`src/rtl/univ_reg.sv`:
```
// univ_reg: WIDTH-bit universal register. Each enabled cycle it can hold,
// load, shift left/right, count up/down modulo MOD, apply per-bit JK
// updates, or clear. tc is a registered one-cycle pulse after a count wrap.
module univ_reg #(
   parameter int WIDTH = 4,
   parameter int MOD   = 16
) (
   input  logic             clk,
   input  logic             rst,
   input  logic             en,
   input  logic [2:0]       mode,
   input  logic [WIDTH-1:0] d,
   input  logic [WIDTH-1:0] k,
   input  logic             sin_l,
   input  logic             sin_r,
   output logic [WIDTH-1:0] q,
   output logic             tc
);

   typedef enum logic [2:0] {
      M_HOLD  = 3'b000,
      M_LOAD  = 3'b001,
      M_SHL   = 3'b010,
      M_SHR   = 3'b011,
      M_UP    = 3'b100,
      M_DOWN  = 3'b101,
      M_JK    = 3'b110,
      M_CLEAR = 3'b111
   } mode_e;

   // Top count value; when MOD = 2^WIDTH this is all ones, so the up-count
   // wrap coincides with natural overflow.
   localparam logic [WIDTH-1:0] MAXV = WIDTH'(MOD - 1);
   localparam logic [WIDTH-1:0] ONE  = WIDTH'(1);

   logic [WIDTH-1:0] q_q, q_d;
   logic             tc_q, tc_d;
   mode_e            mode_s;

   assign mode_s = mode_e'(mode);

   // Next-state selection; tc_d defaults low so only a wrapping count edge raises it.
   always_comb begin
      q_d  = q_q;
      tc_d = 1'b0;
      if (en) begin
         unique case (mode_s)
            M_HOLD:  q_d = q_q;
            M_LOAD:  q_d = d;
            M_SHL:   q_d = {q_q[WIDTH-2:0], sin_l};
            M_SHR:   q_d = {sin_r, q_q[WIDTH-1:1]};
            M_UP: begin
               // Out-of-range values also wrap to zero and pulse tc.
               if (q_q >= MAXV) begin
                  q_d  = '0;
                  tc_d = 1'b1;
               end else begin
                  q_d = q_q + ONE;
               end
            end
            M_DOWN: begin
               // Out-of-range values snap to the top count without a pulse.
               if (q_q == '0) begin
                  q_d  = MAXV;
                  tc_d = 1'b1;
               end else if (q_q > MAXV) begin
                  q_d = MAXV;
               end else begin
                  q_d = q_q - ONE;
               end
            end
            M_JK:    q_d = (d & ~q_q) | (~k & q_q);
            M_CLEAR: q_d = '0;
            default: q_d = q_q;
         endcase
      end
   end

   // State register with synchronous reset overriding every operation.
   always_ff @(posedge clk) begin
      if (rst) begin
         q_q  <= '0;
         tc_q <= 1'b0;
      end else begin
         q_q  <= q_d;
         tc_q <= tc_d;
      end
   end

   assign q  = q_q;
   assign tc = tc_q;

endmodule

```
`config.mk`:
```
export PLATFORM = sky130hd
export DESIGN_NAME = univ_reg
export DESIGN_NICKNAME = d
export VERILOG_FILES = /design/src/rtl/univ_reg.sv
export SDC_FILE = /design/constraint.sdc
export NUM_CORES = 1
export LEC_CHECK = 0
export CAP_MARGIN = 10
export CELL_PAD_IN_SITES_DETAIL_PLACEMENT = 0
export CELL_PAD_IN_SITES_GLOBAL_PLACEMENT = 1
export CORE_MARGIN = 3
export CORE_UTILIZATION = 34
export CTS_CLUSTER_DIAMETER = 150
export DETAILED_ROUTE_END_ITERATION = 8
export PLACE_DENSITY_LB_ADDON = 0.1
export SYNTH_ARGS = -nofsm -noshare
export SYNTH_HDL_FRONTEND = slang
export SYNTH_SLANG_ARGS = --single-unit
```
`constraint.sdc`:
```
create_clock -name clk -period 4 [get_ports clk]
set_input_delay 1.2 -clock clk [delete_from_list [all_inputs] [get_ports clk]]
set_output_delay 1.2 -clock clk [all_outputs]
set_load 0.02 [all_outputs]
```
**Placement view**

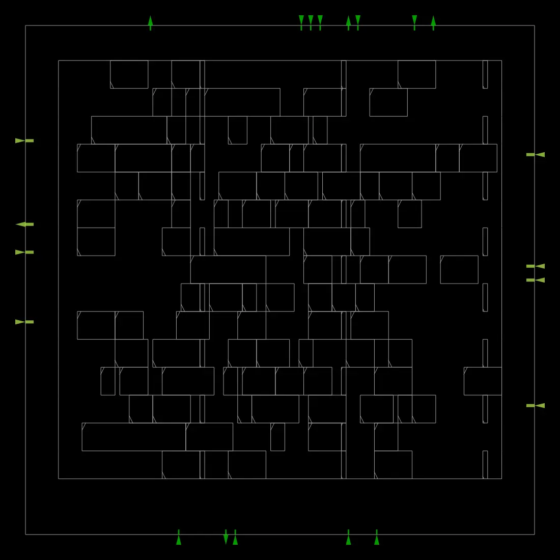
Seq/total area: 11.7%
Tap Cells: 25
utilization after layout: 48.6%

**Close-up of the layout**

Window x 10 to 40, y 10 to 40 um. Cells in gray, sequential cells in the stronger gray; small squares are vias.
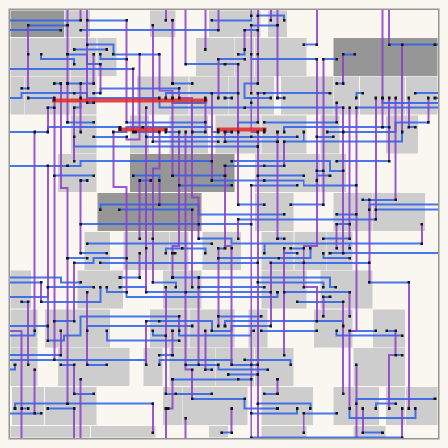
legend:
  met2:
    color: purple
  met1:
    color: blue
  met3:
    color: red
netlist names of flops here include: q (3), tc (1)
sequential cells in the window: 4
most frequent: clkdlybuf4s50_1 (6), inv_1 (5), a21oi_1 (5)
cells with their middle in the window: 70

==> results.txt <==
flow finished, numbers: outcome completed, Non-clock buffering overhead 23.4%, Synth-to-Final Area Change 32.2%, Crit. Startpoint q[0]$_SDFFE_PP0P_, port bufs 20, post-CTS sizing 0, Chip Footprint 2470 sq um, inverters 6, final setup vio count 0, Critical Path End Type output pin, Hold Path End q[1]$_SDFFE_PP0P_, WHS around 0.7 ns, Post-synth EDFFs 0, Dominant Register Cell dfxtp_1, Top logic family AND-OR/OR-AND gates, Post-CTS Repair Setup Buffers 0, top cell class by occupied area multi-input combinational cells, Final WS setup 1.27 ns, Max clock buf depth 2, area reported by Yosys stat 648 sq um, Cell Type Count 40, switch share 34.1%, DP HPWL 1240 um, path length in cells of the critical path 1, initial DRC count 13, Power, Total 0.203 mW, FF-to-FF End q[2]$_SDFFE_PP0P_, Worst-Margin Slew 0.694 ns, sequence of cells on the critical path clkdlybuf4s50_1, max FFs per register 4, Critical Path AT about 1.5 ns, ys cells 79, Insertion Delay late pin between 0.2 and 0.25 ns
**Routed metal, one color a layer**

Drawn at 8 px/um. Only two layers are drawn.
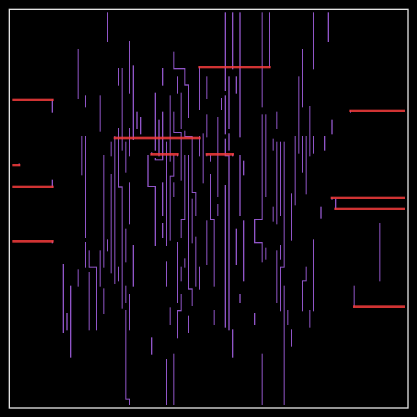
legend:
  met2:
    color: purple
    wire_length: 815 um
  met3:
    color: red
    wire_length: 71.3 um
total number of vias: 655
drt wl/cell: 14.3 um
Detailed Route WL: 1730 um
gr usage total: 15.1%

**Routed metal per tile**

Drawn at 6 px/um. The die is cut into 10 by 10 equal tiles; dark purple is low, yellow is high, scaled to the fullest tile. Values are wire area over tile area, all layers added.
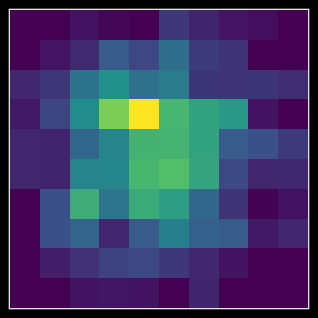
tiles over half the peak: 15%
mean over tiles: 0.11
emptiest ninth of the die: lower right

Power and IR drop assume default switching activity.
